## src/rtl/color_freq_scanner.sv

```systemverilog
`default_nettype none
// ============================================================================
// Module      : color_freq_scanner
// Description : Scans NUM_CH photodiode filter channels of a colour light
//               sensor. For each channel it selects the filter, waits for the
//               sensor to settle, then counts sensor_in rising edges over a
//               fixed gate window. After a full frame it publishes all
//               channel counts, the index of the strongest channel and a
//               presence flag.
// Revision    : 1.0 - initial release
// ----------------------------------------------------------------------------
// Ports
//   clk          in   system clock
//   reset        in   asynchronous active-high reset
//   enable       in   level-sensitive scan enable; dropping it aborts a frame
//   sensor_in    in   sensor frequency output (asynchronous to clk)
//   filter_sel   out  filter select (S3,S2); stable throughout a gate window
//   counts       out  channel i count in bits [i*CNT_W +: CNT_W]
//   dominant     out  index of the largest count (ties -> lowest index)
//   detect       out  largest count >= THRESH
//   result_valid out  one-cycle pulse when counts/dominant/detect update
//   busy         out  high whenever the scanner is not idle
// ============================================================================
module color_freq_scanner #(
  parameter int NUM_CH        = 3,
  parameter int CNT_W         = 16,
  parameter int GATE_CYCLES   = 100000,
  parameter int SETTLE_CYCLES = 1000,
  parameter int THRESH        = 100
) (
  input  logic                    clk,
  input  logic                    reset,
  input  logic                    enable,
  input  logic                    sensor_in,
  output logic [1:0]              filter_sel,
  output logic [NUM_CH*CNT_W-1:0] counts,
  output logic [1:0]              dominant,
  output logic                    detect,
  output logic                    result_valid,
  output logic                    busy
);

  // One timer serves both the settle and the gate phase.
  localparam int c_tmr_max = (GATE_CYCLES > SETTLE_CYCLES) ? GATE_CYCLES : SETTLE_CYCLES;
  localparam int c_tmr_w   = $clog2(c_tmr_max + 1);

  localparam logic [c_tmr_w-1:0] c_tmr_one     = c_tmr_w'(1);
  localparam logic [c_tmr_w-1:0] c_settle_last = c_tmr_w'(SETTLE_CYCLES - 1);
  localparam logic [c_tmr_w-1:0] c_gate_last   = c_tmr_w'(GATE_CYCLES - 1);
  localparam logic [CNT_W-1:0]   c_cnt_max     = '1;
  localparam logic [CNT_W-1:0]   c_cnt_one     = CNT_W'(1);
  localparam logic [1:0]         c_last_ch     = 2'(NUM_CH - 1);
  localparam logic [63:0]        c_thresh      = 64'(THRESH);

  typedef enum logic [2:0] {
    ST_IDLE   = 3'd0,
    ST_SETTLE = 3'd1,
    ST_GATE   = 3'd2,
    ST_STORE  = 3'd3,
    ST_REPORT = 3'd4
  } state_t;

  state_t                    state_q, state_d;
  logic                      sync1_q, sync1_d;
  logic                      sync2_q, sync2_d;
  logic                      edge_q, edge_d;
  logic [1:0]                chan_q, chan_d;
  logic [c_tmr_w-1:0]        tmr_q, tmr_d;
  logic [CNT_W-1:0]          cnt_q, cnt_d;
  logic [CNT_W-1:0]          shadow_q [NUM_CH];
  logic [CNT_W-1:0]          shadow_d [NUM_CH];
  logic [1:0]                filter_sel_q, filter_sel_d;
  logic [NUM_CH*CNT_W-1:0]   counts_q, counts_d;
  logic [1:0]                dominant_q, dominant_d;
  logic                      detect_q, detect_d;
  logic                      result_valid_q, result_valid_d;
  logic                      busy_q, busy_d;

  logic                      w_rise;
  logic [CNT_W-1:0]          w_max;
  logic [1:0]                w_dom;

  // Synchronised 0->1 transition of the sensor output.
  assign w_rise = sync2_q & ~edge_q;

  // Strongest channel of the frame held in the shadow slots; strict '>'
  // keeps the lowest index on ties.
  always_comb begin
    w_max = shadow_q[0];
    w_dom = 2'd0;
    for (int i = 1; i < NUM_CH; i++) begin
      if (shadow_q[i] > w_max) begin
        w_max = shadow_q[i];
        w_dom = 2'(i);
      end
    end
  end

  always_comb begin
    sync1_d        = sensor_in;
    sync2_d        = sync1_q;
    edge_d         = sync2_q;
    state_d        = state_q;
    chan_d         = chan_q;
    tmr_d          = tmr_q;
    cnt_d          = cnt_q;
    shadow_d       = shadow_q;
    filter_sel_d   = filter_sel_q;
    counts_d       = counts_q;
    dominant_d     = dominant_q;
    detect_d       = detect_q;
    result_valid_d = 1'b0;

    case (state_q)
      ST_IDLE: begin
        chan_d = 2'd0;
        tmr_d  = '0;
        cnt_d  = '0;
        if (enable) begin
          state_d      = ST_SETTLE;
          filter_sel_d = 2'd0;
        end
      end
      ST_SETTLE: begin
        if (!enable) begin
          state_d = ST_IDLE;
        end else if (tmr_q == c_settle_last) begin
          state_d = ST_GATE;
          tmr_d   = '0;
          cnt_d   = '0;
        end else begin
          tmr_d = tmr_q + c_tmr_one;
        end
      end
      ST_GATE: begin
        if (!enable) begin
          state_d = ST_IDLE;
        end else begin
          // Saturate rather than wrap so an overdriven channel still
          // reads as the strongest.
          if (w_rise && (cnt_q != c_cnt_max)) cnt_d = cnt_q + c_cnt_one;
          if (tmr_q == c_gate_last) begin
            state_d = ST_STORE;
            tmr_d   = '0;
          end else begin
            tmr_d = tmr_q + c_tmr_one;
          end
        end
      end
      ST_STORE: begin
        if (!enable) begin
          state_d = ST_IDLE;
        end else begin
          for (int i = 0; i < NUM_CH; i++) begin
            if (chan_q == 2'(i)) shadow_d[i] = cnt_q;
          end
          tmr_d = '0;
          cnt_d = '0;
          if (chan_q == c_last_ch) begin
            state_d = ST_REPORT;
          end else begin
            chan_d       = chan_q + 2'd1;
            filter_sel_d = chan_q + 2'd1;
            state_d      = ST_SETTLE;
          end
        end
      end
      ST_REPORT: begin
        // All published fields update together from one frame's shadow data.
        for (int i = 0; i < NUM_CH; i++) counts_d[i*CNT_W +: CNT_W] = shadow_q[i];
        dominant_d     = w_dom;
        detect_d       = (64'(w_max) >= c_thresh);
        result_valid_d = 1'b1;
        chan_d         = 2'd0;
        tmr_d          = '0;
        cnt_d          = '0;
        if (enable) begin
          state_d      = ST_SETTLE;
          filter_sel_d = 2'd0;
        end else begin
          state_d = ST_IDLE;
        end
      end
      default: state_d = ST_IDLE;
    endcase

    busy_d = (state_d != ST_IDLE);
  end

  always_ff @(posedge clk or posedge reset) begin
    if (reset) begin
      state_q        <= ST_IDLE;
      sync1_q        <= 1'b0;
      sync2_q        <= 1'b0;
      edge_q         <= 1'b0;
      chan_q         <= 2'd0;
      tmr_q          <= '0;
      cnt_q          <= '0;
      for (int i = 0; i < NUM_CH; i++) shadow_q[i] <= '0;
      filter_sel_q   <= 2'd0;
      counts_q       <= '0;
      dominant_q     <= 2'd0;
      detect_q       <= 1'b0;
      result_valid_q <= 1'b0;
      busy_q         <= 1'b0;
    end else begin
      state_q        <= state_d;
      sync1_q        <= sync1_d;
      sync2_q        <= sync2_d;
      edge_q         <= edge_d;
      chan_q         <= chan_d;
      tmr_q          <= tmr_d;
      cnt_q          <= cnt_d;
      shadow_q       <= shadow_d;
      filter_sel_q   <= filter_sel_d;
      counts_q       <= counts_d;
      dominant_q     <= dominant_d;
      detect_q       <= detect_d;
      result_valid_q <= result_valid_d;
      busy_q         <= busy_d;
    end
  end

  assign filter_sel   = filter_sel_q;
  assign counts       = counts_q;
  assign dominant     = dominant_q;
  assign detect       = detect_q;
  assign result_valid = result_valid_q;
  assign busy         = busy_q;

endmodule
`default_nettype wire

```

## config.mk

```make
export PLATFORM = sky130hd
export DESIGN_NAME = color_freq_scanner
export DESIGN_NICKNAME = d
export VERILOG_FILES = /design/src/rtl/color_freq_scanner.sv
export SDC_FILE = /design/constraint.sdc
export NUM_CORES = 1
export LEC_CHECK = 0
export CAP_MARGIN = 20
export CORE_ASPECT_RATIO = 2
export CORE_MARGIN = 5
export CORE_UTILIZATION = 35
export DETAILED_ROUTE_END_ITERATION = 7
export SLEW_MARGIN = 20
export SYNTH_ARGS = -nofsm -noshare
export SYNTH_HDL_FRONTEND = slang
export SYNTH_SLANG_ARGS = --single-unit
```

## constraint.sdc

```tcl
create_clock -name clk -period 4.98 [get_ports clk]
set_input_delay 1.245 -clock clk [delete_from_list [all_inputs] [get_ports clk]]
set_output_delay 1.245 -clock clk [all_outputs]
set_load 0.02 [all_outputs]
```

Figure 1. Cells colored by class.
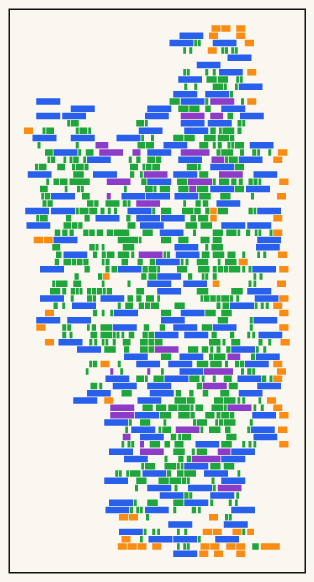
[remaining buffers and delay cells] orange | cells: 64 | share of their area: 7.8%
[sequential cells] blue | cells: 144 | share of their area: 44%
[clock drivers and dummy loads] purple | cells: 32 | share of their area: 7.7%
[remaining logic cells] green | cells: 502 | share of their area: 40%

==> summary.txt <==
The synthesis and PnR run went through. Combined flip-flop and latch cell area landed at 3600 um2. In this run the power density over the cells is 306 nW/um2. Number of max-cap violations landed at 0. TritonRoute reported its final design rule violation total as 0.

The synthesis report names the predominant flop master as dfrtp_1. Of the post-synthesis cell area, the part taken by muxes is 0.105. Power dissipated by switching net loads landed at ~0.54 mW.

Yosys synthesis warning count landed at 0. Setup clock skew after layout landed at roughly 0.013 ns. Max-slew violation count landed at 0. By area the synthesized netlist is led by dfrtp_1, mux2_2, nand2_1.

For this run the detailed placement stage logged an HPWL of around 12 mm. The switching portion of total power comes to 0.208. Per the Yosys statistics, synthesis produced 671 cells.

The number of antenna diodes in the final layout is 0. Highest clock frequency the design can meet landed at roughly 250 MHz. Maximum number of buffers from clock root to sink landed at 2.

Entering global routing, the biggest net connects roughly 150 pins. AND-OR/OR-AND share of the synthesized area landed at 0.0684. Average wire per standard cell landed at about 17 um. Power attributed to sequential cells landed at 1.19 mW.

Post-cts hold-fix buffer tally landed at 0. Floorplan die width landed at approximately 110 um. The cell-mix breakdown from Yosys lists the adder-cell area share as 0.0664. Power share of the sequential group landed at 0.458.

Clock latency reported for the late side of the worst-skew pair landed at approximately 0.43 ns. The completed layout was analyzed and its total power is about 2.6 mW. After detailed routing, no signal wire sits above met4. Number of synthesized flops with an enable pin landed at 0.

The floorplan step records an initial core utilization of 0.353. Global routing met1 resource utilization landed at 0.168. TritonCTS created 17 clock buffers.

The power report attributes to the combinational group a share of 0.026. Maximum fanout along the worst path landed at 10. Initial detailed-routing violation count landed at 243.

The tree is rooted in a clkbuf_16. Power of the combinational group landed at 0.0664 mW. Post-CTS timing repair inserted 0 buffers for setup. Slew of the pin with the lowest slew margin landed at 0.862 ns. In this run, distinct cell masters in the synthesized netlist total 50. Counting flops with an async set or reset pin after synthesis yields a share of 1.00. Via count of the first global-routing pass landed at 5334.

Synthesized flop and latch total landed at 144. Number of placed I/O pins landed at 59. Die extent in y landed at 210 um.

In the detailed route, the total length drawn on met3 is between 500 and 600 um. Wire length of the first global-routing pass landed at approximately 28 mm. By instance count after routing, the leading logic cell types are nand2_1, dfrtp_1, clkdlybuf4s50_1.

The worst setup path is captured at a flop. The number of gates resized after CTS was 0. Reported clock group power landed at 1.34 mW. The total area inside the core boundary comes to around 20000 um2.

The run finished with clean final reports. The worst setup path is launched from a flop. Final number of setup-violating endpoints landed at 0. Net count after synthesis landed at 712.

RePlAce ended its routability-driven mode at a weighted congestion of 0.894. Total overflow reported by the global router landed at 0. The initial antenna violation count was 0. Among all cell types in the netlist, the one instantiated most often is nand2_1. The internal power of the cells totals 2.05 mW. In the setup report, the worst path falls into the class reg2reg. In the detailed route, the total length drawn on met2 is 9.48 mm. The commonest cells after synthesis are nand2_1, dfrtp_1, mux2_2, nor2_1, ha_1. Total routing resource utilization after global routing landed at 0.158.
Figure 2. Cell placement.
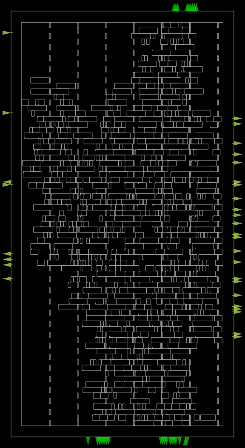
post-route non-filler standard cell count: 1004
core occupancy in the finished layout: 0.430
share of the final layout cell area in sequential cells: 0.425
number of well taps: 262
Fillers: 1960

## stage by stage
step | std cells | setup WS, ns | utilization | hold slack [ns] | cell area (um2)
after detailed placement | 972 | 1.07 | 0.398 | 0.345 | 7850
final | 1004 | 1.05 | 0.430 | 0.356 | 8470
after CTS | 1004 | 1.04 | 0.430 | 0.359 | 8470
after floorplan | 671 | 1.52 | - | 0.331 | 6970
after global placement | 972 | 1.12 | 0.398 | 0.342 | 7850
after global routing | 1004 | 0.801 | 0.430 | 0.374 | 8470
## critical path, delay by kind of cell (launching register included)
kind	cells	cell delay (ns)
fa+ha+maj	2	0.65
flops	1	0.43
mux	2	0.39
compound gates	9	2.03
simple gates	1	0.06
buf+inv	1	0.25
## cell families after synthesis
kind of cell    Yosys count
buf+inv                  49
compound gates           79
xor+xnor                 24
simple gates            271
flops                   144
fa+ha+maj                37
mux                      67
## final timing paths
| kind | depth (start not counted) | endpoint | slack, ns | from |
|---|---|---|---|---|
| min | 0 | edge_d | 0.36 | sync1_q |
| max reg2reg | 15 | detect | 1.05 | shadow_q[29] |
| max | 15 | detect | 1.05 | shadow_q[29] |
| min in group asynchronous | 3 | result_valid | 1.38 | reset |
| min reg2reg | 0 | edge_d | 0.36 | sync1_q |
| max in group asynchronous | 3 | edge_q | 3.00 | reset |
## state kept, by name (all words and copies together) (netlist names), 2 cells and up
register,flops
filter_sel,2
counts,48
cnt_q,16
tmr_q,17
state_q,3
dominant,2
shadow_q,48
chan_q,2
## final cells by class
| class | instances | share of cell area |
|---|---|---|
| Tap cell | 262 | 0.0387 |
| Clock inverter | 8 | 0.0148 |
| Multi-Input combinational cell | 478 | 0.376 |
| Timing Repair Buffer | 64 | 0.0753 |
| Inverter | 24 | 0.0111 |
| Sequential cell | 144 | 0.425 |
| Clock buffer | 24 | 0.0592 |
Power is estimated from default activity; no workload was simulated.
